==> images/class_map.png <==
Fill, decap, tap and diode cells in gray.
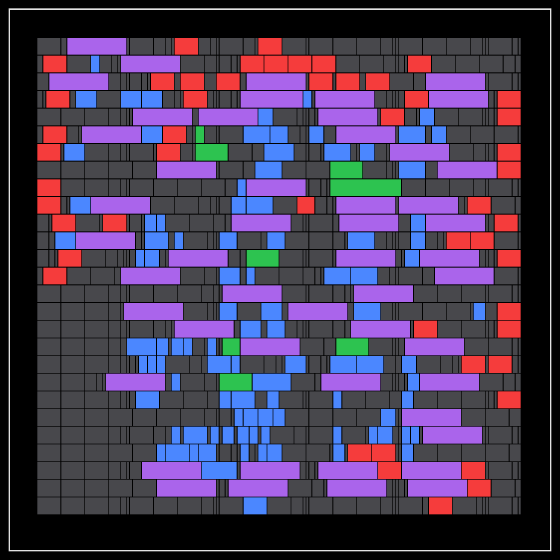
==> images/clock_nets.png <==
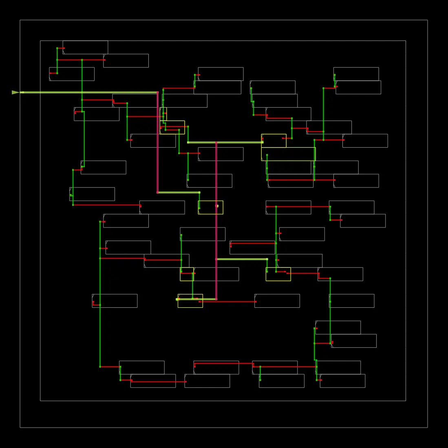
==> images/clock_wires.png <==
Scale bar: 20 um.
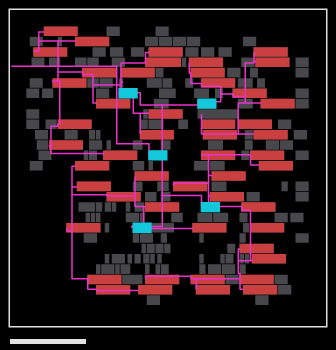
### src/rtl/wordcell_array_ctrl_if.sv
// Request/response handshake and Wordcell array bus bundle for wordcell_array_ctrl.
// master = requester plus cell array side, slave = the controller.
interface wordcell_array_ctrl_if #(
  parameter int WORDS  = 8,
  parameter int ADDR_W = 3,
  parameter int DATA_W = 8
) ();
  logic              req_valid;
  logic              req_ready;
  logic              req_we;
  logic [ADDR_W-1:0] req_addr;
  logic [DATA_W-1:0] req_wdata;
  logic              rsp_valid;
  logic [DATA_W-1:0] rsp_rdata;
  logic              rsp_err;
  logic              cell_op;
  logic [WORDS-1:0]  cell_sel;
  logic [DATA_W-1:0] cell_in_bus;
  logic [DATA_W-1:0] cell_out_bus;

  modport master (
    output req_valid, req_we, req_addr, req_wdata, cell_out_bus,
    input  req_ready, rsp_valid, rsp_rdata, rsp_err, cell_op, cell_sel, cell_in_bus
  );

  modport slave (
    input  req_valid, req_we, req_addr, req_wdata, cell_out_bus,
    output req_ready, rsp_valid, rsp_rdata, rsp_err, cell_op, cell_sel, cell_in_bus
  );
endinterface

### src/rtl/wordcell_array_ctrl.sv
// Sequences single read/write requests onto an array of Wordcell latches with
// setup/pulse/hold phasing so op and data never move while a select is high.
module wordcell_array_ctrl #(
  parameter int WORDS    = 8,
  parameter int ADDR_W   = 3,
  parameter int DATA_W   = 8,
  parameter int WR_PULSE = 2,
  parameter int RD_WAIT  = 2
) (
  input  logic                 i_clk,
  input  logic                 i_rst,
  wordcell_array_ctrl_if.slave bus
);

  localparam int CNT_W = 8;
  localparam logic [CNT_W-1:0] CNT_ONE = CNT_W'(1);
  localparam logic [CNT_W-1:0] CNT_WR  = CNT_W'(WR_PULSE - 1);
  localparam logic [CNT_W-1:0] CNT_RD  = CNT_W'(RD_WAIT - 1);

  typedef enum logic [2:0] {
    S_IDLE   = 3'd0,
    S_SETUP  = 3'd1,
    S_ACCESS = 3'd2,
    S_HOLD   = 3'd3,
    S_RESP   = 3'd4
  } state_t;

  state_t             r_state, w_state_nxt;
  logic [CNT_W-1:0]   r_cnt, w_cnt_nxt;
  logic               r_we;
  logic [ADDR_W-1:0]  r_addr;
  logic [DATA_W-1:0]  r_wdata;
  logic               r_err_req;

  logic               r_req_ready, w_req_ready_nxt;
  logic               r_rsp_valid, w_rsp_valid_nxt;
  logic [DATA_W-1:0]  r_rsp_rdata, w_rsp_rdata_nxt;
  logic               r_rsp_err, w_rsp_err_nxt;
  logic               r_cell_op, w_cell_op_nxt;
  logic [WORDS-1:0]   r_cell_sel, w_cell_sel_nxt;
  logic [DATA_W-1:0]  r_cell_in_bus, w_cell_in_bus_nxt;

  logic               w_accept;
  logic               w_addr_bad;
  logic [WORDS-1:0]   w_onehot;
  logic [DATA_W-1:0]  w_data_phase;

  assign w_addr_bad   = ({1'b0, bus.req_addr} >= (ADDR_W+1)'(WORDS));
  assign w_accept     = bus.req_valid & r_req_ready & (r_state == S_IDLE);
  assign w_onehot     = {{(WORDS-1){1'b0}}, 1'b1} << r_addr;
  assign w_data_phase = r_we ? r_wdata : {DATA_W{1'b0}};

  // Outputs are registered from the current state, so the pins trail the state by one cycle.
  always_comb begin
    w_state_nxt       = r_state;
    w_cnt_nxt         = r_cnt;
    w_req_ready_nxt   = 1'b0;
    w_rsp_valid_nxt   = 1'b0;
    w_rsp_rdata_nxt   = r_rsp_rdata;
    w_rsp_err_nxt     = 1'b0;
    w_cell_op_nxt     = 1'b0;
    w_cell_sel_nxt    = {WORDS{1'b0}};
    w_cell_in_bus_nxt = {DATA_W{1'b0}};
    case (r_state)
      S_IDLE: begin
        if (w_accept) begin
          w_req_ready_nxt = 1'b0;
          w_state_nxt     = w_addr_bad ? S_RESP : S_SETUP;
        end else begin
          w_req_ready_nxt = 1'b1;
          w_state_nxt     = S_IDLE;
        end
      end
      S_SETUP: begin
        w_cell_op_nxt     = r_we;
        w_cell_in_bus_nxt = w_data_phase;
        w_cnt_nxt         = r_we ? CNT_WR : CNT_RD;
        w_state_nxt       = S_ACCESS;
      end
      S_ACCESS: begin
        w_cell_op_nxt     = r_we;
        w_cell_in_bus_nxt = w_data_phase;
        w_cell_sel_nxt    = w_onehot;
        if (r_cnt == {CNT_W{1'b0}}) begin
          w_state_nxt = S_HOLD;
        end else begin
          w_cnt_nxt = r_cnt - CNT_ONE;
        end
      end
      S_HOLD: begin
        // The select pin is still high during this cycle, so the read bus is valid here.
        w_cell_op_nxt     = r_we;
        w_cell_in_bus_nxt = w_data_phase;
        w_state_nxt       = S_RESP;
        if (!r_we) begin
          w_rsp_rdata_nxt = bus.cell_out_bus;
        end else begin
          w_rsp_rdata_nxt = r_rsp_rdata;
        end
      end
      S_RESP: begin
        w_rsp_valid_nxt = 1'b1;
        w_rsp_err_nxt   = r_err_req;
        w_req_ready_nxt = 1'b1;
        w_state_nxt     = S_IDLE;
        if (r_we || r_err_req) begin
          w_rsp_rdata_nxt = {DATA_W{1'b0}};
        end else begin
          w_rsp_rdata_nxt = r_rsp_rdata;
        end
      end
      default: begin
        w_req_ready_nxt = 1'b1;
        w_state_nxt     = S_IDLE;
      end
    endcase
  end

  // State, phase counter, latched request and registered outputs.
  always_ff @(posedge i_clk or posedge i_rst) begin
    if (i_rst) begin
      r_state       <= S_IDLE;
      r_cnt         <= {CNT_W{1'b0}};
      r_we          <= 1'b0;
      r_addr        <= {ADDR_W{1'b0}};
      r_wdata       <= {DATA_W{1'b0}};
      r_err_req     <= 1'b0;
      r_req_ready   <= 1'b1;
      r_rsp_valid   <= 1'b0;
      r_rsp_rdata   <= {DATA_W{1'b0}};
      r_rsp_err     <= 1'b0;
      r_cell_op     <= 1'b0;
      r_cell_sel    <= {WORDS{1'b0}};
      r_cell_in_bus <= {DATA_W{1'b0}};
    end else begin
      r_state       <= w_state_nxt;
      r_cnt         <= w_cnt_nxt;
      r_req_ready   <= w_req_ready_nxt;
      r_rsp_valid   <= w_rsp_valid_nxt;
      r_rsp_rdata   <= w_rsp_rdata_nxt;
      r_rsp_err     <= w_rsp_err_nxt;
      r_cell_op     <= w_cell_op_nxt;
      r_cell_sel    <= w_cell_sel_nxt;
      r_cell_in_bus <= w_cell_in_bus_nxt;
      if (w_accept) begin
        r_we      <= bus.req_we;
        r_addr    <= bus.req_addr;
        r_wdata   <= bus.req_wdata;
        r_err_req <= w_addr_bad;
      end
    end
  end

  assign bus.req_ready   = r_req_ready;
  assign bus.rsp_valid   = r_rsp_valid;
  assign bus.rsp_rdata   = r_rsp_rdata;
  assign bus.rsp_err     = r_rsp_err;
  assign bus.cell_op     = r_cell_op;
  assign bus.cell_sel    = r_cell_sel;
  assign bus.cell_in_bus = r_cell_in_bus;

endmodule

### src/flat_wrapper.sv
// flat-port wrapper written by rule: the top's interface ports become plain ports
module wordcell_array_ctrl_flat 
#(
  parameter int WORDS    = 8,
  parameter int ADDR_W   = 3,
  parameter int DATA_W   = 8,
  parameter int WR_PULSE = 2,
  parameter int RD_WAIT  = 2
)
  (i_clk, i_rst, bus_req_valid, bus_req_we, bus_req_addr, bus_req_wdata, bus_cell_out_bus, bus_req_ready, bus_rsp_valid, bus_rsp_rdata, bus_rsp_err, bus_cell_op, bus_cell_sel, bus_cell_in_bus);
  wordcell_array_ctrl_if #(.WORDS(WORDS), .ADDR_W(ADDR_W), .DATA_W(DATA_W)) bus_i ();
  input  logic i_clk;
  input  logic i_rst;
  input wire logic [$bits(bus_i.req_valid)-1:0] bus_req_valid;
  input wire logic [$bits(bus_i.req_we)-1:0] bus_req_we;
  input wire logic [$bits(bus_i.req_addr)-1:0] bus_req_addr;
  input wire logic [$bits(bus_i.req_wdata)-1:0] bus_req_wdata;
  input wire logic [$bits(bus_i.cell_out_bus)-1:0] bus_cell_out_bus;
  output wire logic [$bits(bus_i.req_ready)-1:0] bus_req_ready;
  output wire logic [$bits(bus_i.rsp_valid)-1:0] bus_rsp_valid;
  output wire logic [$bits(bus_i.rsp_rdata)-1:0] bus_rsp_rdata;
  output wire logic [$bits(bus_i.rsp_err)-1:0] bus_rsp_err;
  output wire logic [$bits(bus_i.cell_op)-1:0] bus_cell_op;
  output wire logic [$bits(bus_i.cell_sel)-1:0] bus_cell_sel;
  output wire logic [$bits(bus_i.cell_in_bus)-1:0] bus_cell_in_bus;
  assign bus_i.req_valid = bus_req_valid;
  assign bus_i.req_we = bus_req_we;
  assign bus_i.req_addr = bus_req_addr;
  assign bus_i.req_wdata = bus_req_wdata;
  assign bus_i.cell_out_bus = bus_cell_out_bus;
  assign bus_req_ready = bus_i.req_ready;
  assign bus_rsp_valid = bus_i.rsp_valid;
  assign bus_rsp_rdata = bus_i.rsp_rdata;
  assign bus_rsp_err = bus_i.rsp_err;
  assign bus_cell_op = bus_i.cell_op;
  assign bus_cell_sel = bus_i.cell_sel;
  assign bus_cell_in_bus = bus_i.cell_in_bus;
  wordcell_array_ctrl #(.WORDS(WORDS), .ADDR_W(ADDR_W), .DATA_W(DATA_W), .WR_PULSE(WR_PULSE), .RD_WAIT(RD_WAIT)) u_core (.i_clk(i_clk), .i_rst(i_rst), .bus(bus_i));
endmodule
### config.mk
export PLATFORM = sky130hd
export DESIGN_NAME = wordcell_array_ctrl_flat
export DESIGN_NICKNAME = d
export VERILOG_FILES = /design/src/rtl/wordcell_array_ctrl_if.sv /design/src/rtl/wordcell_array_ctrl.sv /design/src/flat_wrapper.sv
export SDC_FILE = /design/constraint.sdc
export NUM_CORES = 1
export LEC_CHECK = 0
export CORE_MARGIN = 4
export CORE_UTILIZATION = 35
export CTS_CLUSTER_SIZE = 25
export DETAILED_ROUTE_END_ITERATION = 16
export HOLD_SLACK_MARGIN = 0.1
export PLACE_DENSITY_LB_ADDON = 0.08
export SETUP_SLACK_MARGIN = 0.3
export SLEW_MARGIN = 20
export SYNTH_ARGS = -nofsm -noshare
export SYNTH_HDL_FRONTEND = slang
export SYNTH_SLANG_ARGS = --single-unit
### constraint.sdc
create_clock -name i_clk -period 3.6 [get_ports i_clk]
set_input_delay 0.72 -clock i_clk [delete_from_list [all_inputs] [get_ports i_clk]]
set_output_delay 0.72 -clock i_clk [all_outputs]
set_load 0.01 [all_outputs]
==> results.cfg <==
; generated from flow reports
[clock_network]
cts_resized = 0
cts.clk_slew.worst_paths_ns = 0.09
postCtsSetupBuffers = 0
cts_made_buffers = 5
cts_tree = done

[power_and_ir_drop]
leakage_nw = 1.186
powerDensity_mw_per_mm2 = 820.8
comb_power_share = 0.376
p_sw_mw = 0.6998
p_int_mw = 1.454
pwr-share-clk = 0.178
powerClk_mw = 0.384
pg_comb_mw = 0.809
seq-power_mw = 0.961

[worst_hold_path]
hold_end = u_core.bus.cell_in_bus[4]$_DFF_PP0_
whs_path_depth = 1

[finish]
synthToLayoutAreaGrowth_pct = 32.89
layout-drive-gt1-share = 0.1317
fin_nets = 228
diodes = 0
utilization = 0.4794
final_area_mm2 = 0.002624
final_cell_mix = 49 x clkdlybuf4s50_1, 49 x dfrtp_1, 14 x nor2_1

[global_route]
antenna_found_initial = 0
grt_max_degree = 51
grt_pass1_wl_um = 6637
grt_pass1_vias = 1401

[yosys]
synthAoiAreaFrac = 0.05894
async_reset_ff_frac = 1.000
synth.top_cell.area_share = 0.6210
synthAdderAreaFrac = 0.006337
fp_nets = 177
top_logic_kind = simple AND/OR/NAND/NOR gates
edf_count = 0
topCellsByArea = dfrtp_1 62%, mux2_2 6.8%, mux2i_1 3.5%
syn_avg_cell_area_um2 = 12.90
common_cells = 49 x dfrtp_1, 14 x nor2_1, 12 x mux2_2
yosysUniqueCellTypes = 31
synth.yosys.seq_area_share = 0.6343
yosysTopAreaCell = dfrtp_1
synthCells = 153

[critical_path]
reg2reg_to = u_core.r_wdata[0]$_DFFE_PP0P_
ff2ff_path_depth = 3
path_max_fanout = 7
arrival_ns = 2.43
crit_start = bus_req_valid
r2r_slack_ns = 1.66
startpoint_type = primary input
required_ns = 3.78
setup.worst_path.end_class = flip-flop

[final_timing]
setup_viol = 0
fmax_mhz = 443.9
hold_viol_final = 0
min_period_ns = 2.253
grt_setup_unrepaired = no
min_period_over_period = 0.6258
slew_viol_final = 0
tightest_slew_ns = 0.9109

[floorplanning]
num_rows = 27
core_mm2 = 0.005473
initial_core_util = 0.3608
chipArea_mm2 = 0.006906

[drt]
vias_per_cell = 4.765
first_pass_iters = 4
wl_per_cell_um = 13.57

[flow_run]
max_cap_viol_count = 0

[status]
status = finished clean

[place]
port_buffers = 49
placed_area_mm2 = 0.002512
gp_congestion = 0.7618
-- class_map.png (at the start) --
legend:
  remaining buffers and delay cells:
    color: red
    cells: 50
    share_of_their_area: 20%
  registers:
    color: purple
    cells: 50
    share_of_their_area: 49%
  clock drivers and dummy loads:
    color: green
    cells: 8
    share_of_their_area: 4.3%
  remaining logic cells:
    color: blue
    cells: 97
    share_of_their_area: 27%

-- clock_nets.png (at the start) --
clock sink count: 50
clk_lat worst skew: 0.30 ns
seq_cells: 50
Post-Route Skew: 0.009703 ns

-- clock_wires.png (at the start) --
legend:
  clock-net drivers:
    color: cyan
    count: 5
  flip-flops:
    color: red
    count: 50
  clock wires:
    color: magenta
    length: 556 um
routed clock nets: 6

## layout make-up
| class | count | area [um2] |
|---|---|---|
| fill | 525 | 2849 |
| sequential | 50 | 1252 |
| multi-input combinational | 93 | 656.9 |
| timing repair buffer | 50 | 498.0 |
| tap | 72 | 90.09 |
| clock buffer | 6 | 72.57 |
| clock inverter | 2 | 37.54 |
| inverter | 4 | 16.27 |
## worst max-delay path, cell delays in order
cell and delay [ns]:
clkdlybuf4s50_1 0.46, nand2_1 0.08, nor4_2 0.55, buf_4 0.28, mux2_2 0.34
## layer usage
layer | part of all wire | vias up | GRT usage
met5 | 0 | - | 0
met4 | 0.014 | 0 | 0.03566
met3 | 0.053 | 6 | 0.03968
met2 | 0.49 | 36 | 0.1990
met1 | 0.44 | 652 | 0.1439
li1 | - | 626 | -
Power figures rest on the tool's default switching activity, not on a simulated workload.
